## src/rtl/transmitter_pkg.sv

```systemverilog
// tx8b10b_pkg: symbol width, running-disparity codes, encode tables and legal-K lookup
package tx8b10b_pkg;
    localparam int WORD_BITS = 10;
    localparam logic RD_NEG = 1'b0;
    localparam logic RD_POS = 1'b1;
    localparam logic [7:0] K28_5_BYTE = 8'hBC;
    // K28.5 symbols stored with bit 0 = a
    localparam logic [WORD_BITS-1:0] K28_5_NEG = 10'h17C;
    localparam logic [WORD_BITS-1:0] K28_5_POS = 10'h283;
    // RD- codes written abcdei / fghj (a, f as MSB); RD+ forms are complements
    localparam logic [5:0] ENC6_RDN [32] = '{
        6'b100111, 6'b011101, 6'b101101, 6'b110001, 6'b110101, 6'b101001, 6'b011001, 6'b111000,
        6'b111001, 6'b100101, 6'b010101, 6'b110100, 6'b001101, 6'b101100, 6'b011100, 6'b010111,
        6'b011011, 6'b100011, 6'b010011, 6'b110010, 6'b001011, 6'b101010, 6'b011010, 6'b111010,
        6'b110011, 6'b100110, 6'b010110, 6'b110110, 6'b001110, 6'b101110, 6'b011110, 6'b101011
    };
    localparam logic [5:0] K28_6B = 6'b001111;
    localparam logic [3:0] ENC4_D_RDN [8] = '{
        4'b1011, 4'b1001, 4'b0101, 4'b1100, 4'b1101, 4'b1010, 4'b0110, 4'b1110
    };
    localparam logic [3:0] ENC4_K_RDN [8] = '{
        4'b1011, 4'b0110, 4'b1010, 4'b1100, 4'b1101, 4'b0101, 4'b1001, 4'b0111
    };
    localparam logic [3:0] ENC4_A7 = 4'b0111;

    function automatic logic legal_k(input logic [7:0] b);
        return (b[4:0] == 5'd28) || (b[7:5] == 3'd7 &&
               (b[4:0] == 5'd23 || b[4:0] == 5'd27 || b[4:0] == 5'd29 || b[4:0] == 5'd30));
    endfunction
endpackage

```

## src/rtl/transmitter_if.sv

```systemverilog
// transmitter_if: parallel word handshake in, serial line and status out
interface transmitter_if;
    logic [7:0] pdata;
    logic       kin;
    logic       pvalid;
    logic       pready;
    logic       sdata;
    logic       rdispout;
    logic       code_err;
    modport master (output pdata, kin, pvalid, input pready, sdata, rdispout, code_err);
    modport slave (input pdata, kin, pvalid, output pready, sdata, rdispout, code_err);
endinterface

```

## src/rtl/transmitter_encoder.sv

```systemverilog
// encoder: combinational 8b/10b encoder; illegal control codes become K28.5 with code_err
module encoder
    import tx8b10b_pkg::*;
(
    input  logic [7:0]           datin,
    input  logic                 kin,
    input  logic                 rdispin,
    output logic [WORD_BITS-1:0] datout,
    output logic                 rdispout,
    output logic                 code_err
);
    logic [5:0] b6, c6;
    logic [3:0] b4, c4;
    logic       rd4, alt, rd_sym;
    logic [WORD_BITS-1:0] sym, rev;

    // 5b/6b then 3b/4b, each block picking its RD+ form by complementing the RD- code
    always_comb begin
        code_err = kin && !legal_k(datin);
        b6 = (kin && datin[4:0] == 5'd28) ? K28_6B : ENC6_RDN[datin[4:0]];
        c6 = (rdispin && ($countones(b6) != 3 || datin[4:0] == 5'd7)) ? ~b6 : b6;
        rd4 = ($countones(b6) != 3) ? ~rdispin : rdispin;
        alt = rd4 ? (datin[4:0] == 5'd11 || datin[4:0] == 5'd13 || datin[4:0] == 5'd14)
                  : (datin[4:0] == 5'd17 || datin[4:0] == 5'd18 || datin[4:0] == 5'd20);
        b4 = kin ? ENC4_K_RDN[datin[7:5]] : (datin[7:5] == 3'd7 && alt) ? ENC4_A7 : ENC4_D_RDN[datin[7:5]];
        c4 = (rd4 && (kin || $countones(b4) != 2 || datin[7:5] == 3'd3)) ? ~b4 : b4;
        rd_sym = ($countones(b4) != 2) ? ~rd4 : rd4;
        sym = {c6, c4};
        rev = '0;
        for (int i = 0; i < WORD_BITS; i++) rev[i] = sym[WORD_BITS-1-i];
        datout = code_err ? (rdispin == RD_POS ? K28_5_POS : K28_5_NEG) : rev;
        rdispout = code_err ? ~rdispin : rd_sym;
    end
endmodule

```

## src/rtl/transmitter.sv

```systemverilog
// transmitter: 8b/10b serial transmit path, one bit per clock, bit a first.
// Defining TX_PREAMBLE_EN sends PREAMBLE_WORDS K28.5 words after reset before accepting data.
module transmitter
    import tx8b10b_pkg::*;
#(
    parameter int PREAMBLE_WORDS = 4
) (
    input logic          clk,
    input logic          reset,
    transmitter_if.slave bus
);
    logic [3:0]           bcnt_q, bcnt_d;
    logic [WORD_BITS-1:0] shreg_q, shreg_d, enc_dout;
    logic                 sdata_q, sdata_d, rd_q, rd_d, err_q, err_d;
    logic                 load, take, enc_kin, enc_rd, enc_err;
    logic [7:0]           enc_din;

    assign load = bcnt_q == 4'(WORD_BITS - 1);
`ifdef TX_PREAMBLE_EN
    logic [7:0] pre_q, pre_d;

    assign bus.pready = load && pre_q == 8'd0;

    // preamble countdown, one step per load edge while still active
    always_comb begin
        pre_d = (load && pre_q != 8'd0) ? pre_q - 8'd1 : pre_q;
    end

    // preamble counter register
    always_ff @(posedge clk or posedge reset) begin
        if (reset) pre_q <= 8'(PREAMBLE_WORDS);
        else pre_q <= pre_d;
    end
`else
    assign bus.pready = load;
`endif
    assign take = bus.pvalid && bus.pready;
    assign enc_din = take ? bus.pdata : K28_5_BYTE;
    assign enc_kin = take ? bus.kin : 1'b1;

    encoder u_enc (
        .datin(enc_din),
        .kin(enc_kin),
        .rdispin(rd_q),
        .datout(enc_dout),
        .rdispout(enc_rd),
        .code_err(enc_err)
    );

    // word-boundary counter, shift/load of the symbol, RD and error update at load edges
    always_comb begin
        bcnt_d = load ? 4'd0 : bcnt_q + 4'd1;
        shreg_d = load ? enc_dout : {1'b0, shreg_q[WORD_BITS-1:1]};
        sdata_d = shreg_q[0];
        rd_d = load ? enc_rd : rd_q;
        err_d = load ? enc_err : err_q;
    end

    // state registers; reset aborts any symbol in flight
    always_ff @(posedge clk or posedge reset) begin
        if (reset) begin
            bcnt_q <= '0;
            shreg_q <= '0;
            sdata_q <= 1'b0;
            rd_q <= RD_NEG;
            err_q <= 1'b0;
        end else begin
            bcnt_q <= bcnt_d;
            shreg_q <= shreg_d;
            sdata_q <= sdata_d;
            rd_q <= rd_d;
            err_q <= err_d;
        end
    end

    assign bus.sdata = sdata_q;
    assign bus.rdispout = rd_q;
    assign bus.code_err = err_q;
endmodule
```

## src/flat_wrapper.sv

```systemverilog
// flat-port wrapper written by rule: the top's interface ports become plain ports
module transmitter_flat import tx8b10b_pkg::*;
#(
    parameter int PREAMBLE_WORDS = 4
)
  (clk, reset, bus_pdata, bus_kin, bus_pvalid, bus_pready, bus_sdata, bus_rdispout, bus_code_err);
  transmitter_if bus_i ();
  input logic clk;
  input logic reset;
  input wire logic [$bits(bus_i.pdata)-1:0] bus_pdata;
  input wire logic [$bits(bus_i.kin)-1:0] bus_kin;
  input wire logic [$bits(bus_i.pvalid)-1:0] bus_pvalid;
  output wire logic [$bits(bus_i.pready)-1:0] bus_pready;
  output wire logic [$bits(bus_i.sdata)-1:0] bus_sdata;
  output wire logic [$bits(bus_i.rdispout)-1:0] bus_rdispout;
  output wire logic [$bits(bus_i.code_err)-1:0] bus_code_err;
  assign bus_i.pdata = bus_pdata;
  assign bus_i.kin = bus_kin;
  assign bus_i.pvalid = bus_pvalid;
  assign bus_pready = bus_i.pready;
  assign bus_sdata = bus_i.sdata;
  assign bus_rdispout = bus_i.rdispout;
  assign bus_code_err = bus_i.code_err;
  transmitter #(.PREAMBLE_WORDS(PREAMBLE_WORDS)) u_core (.clk(clk), .reset(reset), .bus(bus_i));
endmodule
```

## config.mk

```make
export PLATFORM = sky130hd
export DESIGN_NAME = transmitter_flat
export DESIGN_NICKNAME = d
export VERILOG_FILES = /design/src/rtl/transmitter_pkg.sv /design/src/rtl/transmitter_if.sv /design/src/rtl/transmitter_encoder.sv /design/src/rtl/transmitter.sv /design/src/flat_wrapper.sv
export SDC_FILE = /design/constraint.sdc
export NUM_CORES = 1
export LEC_CHECK = 0
export ABC_CLOCK_PERIOD_IN_PS = 22000
export CAP_MARGIN = 20
export CORE_ASPECT_RATIO = 1.25
export CORE_MARGIN = 3
export CORE_UTILIZATION = 45
export DETAILED_ROUTE_END_ITERATION = 12
export PLACE_DENSITY = 0.68
export SYNTH_ARGS = -nofsm -noshare
export SYNTH_HDL_FRONTEND = slang
export SYNTH_SLANG_ARGS = --single-unit
```

## constraint.sdc

```tcl
create_clock -name clk -period 22 [get_ports clk]
set_clock_uncertainty 0.15 [all_clocks]
set_input_delay 3.3 -clock clk [delete_from_list [all_inputs] [get_ports clk]]
set_output_delay 3.3 -clock clk [all_outputs]
set_load 0.01 [all_outputs]
```

==> results.py <==
# Flow results
metrics = {
    "status": {
        "outcome": "finished, final reports clean",
    },
    "floorplanning": {
        "coreArea_um2": 3880,
        "initial_core_util_pct": 47.7,
        "rows": 25,
    },
    "critical_path": {
        "worst-setup-path-type": "input pin to register",
        "required_ns": 22.00,
        "crit_arrival_ns": 10.91,
        "worst_setup_path_start_kind": "input pin",
        "max_stage_delay_ns": 0.75,
    },
    "placement": {
        "post-place-ws_ns": 10.82,
        "io_buffers": 15,
        "gp_congestion": 0.822,
    },
    "grt": {
        "grt_pass1_vias": 1377,
        "use_met2_pct": 25.4,
        "grt.busiest_layer": "met2",
    },
    "clocking": {
        "cts_resized": 0,
        "cts_buffer_depth": 2,
        "numCtsBuffers": 3,
    },
    "final_layout": {
        "insertedDiodeCount": 0,
        "logic_area_um2": 1280,
        "area.growth.synth_to_final_pct": 10.1,
    },
    "pwr": {
        "p_total_w": 0.000135,
    },
    "final_timing": {
        "worst_hold_slack_ns": 0.213,
        "fin_ws_ns": 11.09,
        "tightest_slew_ns": 0.826,
    },
    "worst_hold_path": {
        "min_from": "u_core.shreg_q[0]$_DFF_PP0_",
    },
    "synthesis": {
        "syn_avg_cell_area_um2": 8.30,
    },
}
-- cells by family after synthesis --
logic type      share of synthesized area (%)
buf+inv                                  7.70
mux                                      3.38
fa+ha+maj                                11.8
flops                                    23.0
xor+xnor                                 4.73
simple gates                             24.5
compound gates                           24.9
-- state kept, by name (all words and copies together) (netlist names) --
| signal | cells |
|---|---|
| u_core.bcnt_q | 4 |
| u_core.shreg_q | 10 |
| u_core.bus.sdata | 1 |
| u_core.bus.rdispout | 1 |
| u_core.bus.code_err | 1 |
-- worst max path at each step --
| stage | startpoint | endpoint | slack, ns | depth (start not counted) |
|---|---|---|---|---|
| floorplan | bus_pvalid | u_core.shreg_q[7]$_DFF_PP0_ | 12.16 | 30 |
| global placement | bus_pvalid | u_core.shreg_q[7]$_DFF_PP0_ | 10.94 | 30 |
| detailed placement | bus_pvalid | u_core.shreg_q[7]$_DFF_PP0_ | 10.82 | 29 |
| CTS | bus_pvalid | u_core.shreg_q[7]$_DFF_PP0_ | 11.08 | 30 |
| global route | bus_pvalid | u_core.shreg_q[7]$_DFF_PP0_ | 10.51 | 30 |
| finish | bus_pvalid | u_core.shreg_q[7]$_DFF_PP0_ | 11.09 | 30 |
-- synthesized netlist by cell type, drive strengths merged (4+ instances only) --
| cell type | number |
|---|---|
| nand2b | 4 |
| a211oi | 4 |
| nor2b | 4 |
| a21oi | 9 |
| nand3 | 8 |
| a31oi | 4 |
| clkbuf | 7 |
| ha | 11 |
| nor2 | 14 |
| inv | 15 |
| dfrtp | 17 |
| xnor2 | 8 |
| mux2i | 4 |
| buf | 9 |
| nor3 | 6 |
| nor3b | 4 |
| nand3b | 4 |
| nand2 | 27 |
| fa | 4 |
| o21ai | 18 |
-- metal layers --
layer	share of wire [%]	up-vias
met5	0	-
met4	1.6	0
met3	3.2	5
met2	45	37
met1	50	732
li1	-	800
Fig. 1: the metal 3 layer
Drawn at 4 px/µm. Cells faint in the background.
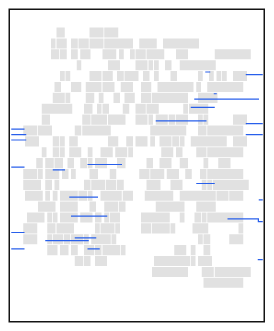
- wire length on this layer: 126 µm
- main direction: horizontal
- nets with wire on the layer: 22
- longest straight run: 15.9 µm
- share of all routed wire: 3.3%
final wirelength: 3880 µm
met3 Usage GRT: 1.88%
Vias: 1574

Fig. 2: met1 routing
Drawn at 8 px/µm. Supply wires on this layer in gray. Cells faint in the background.
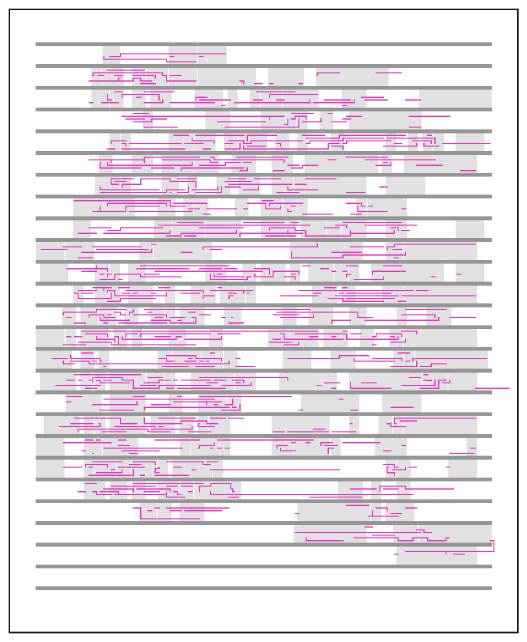
- longest straight run: 29.4 µm
- share of all routed wire: 50%
- nets with wire on the layer: 228
- main direction: horizontal
met1 GRT Util: 23.8%

Fig. 3: metal layers overlaid
Drawn at 6 px/µm. Two of the layers only.
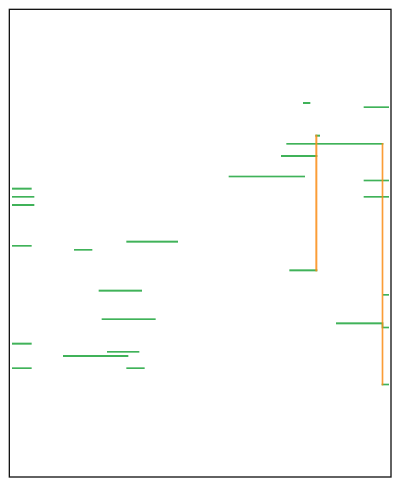
- green: metal 3 (wire length 126 µm)
- orange: metal 4 (wire length 62.6 µm)
GRT Util Overall: 16.6%
average wire per standard cell: 13.9 µm

Fig. 4: where the registers sit
Drawn at 6 px/µm. Other sequential cells in the stronger gray, the rest of the logic in the fainter gray.
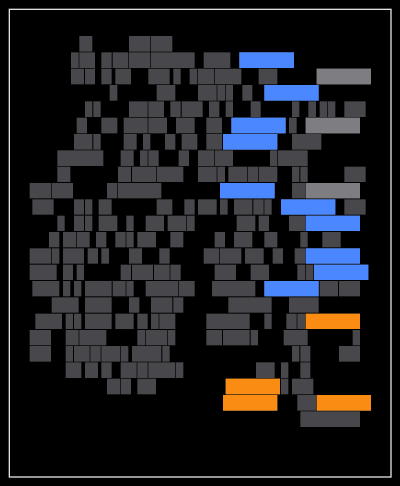
- blue: u_core.shreg_q (flops 10)
- orange: u_core.bcnt_q (flops 4; where bottom right)
sequential share of cell area: 20.9%
Core Util, Final: 52.5%
P_seq: 0.0000383 W
Seq. cell area: 425 µm²

Power is estimated from default activity; no workload was simulated.
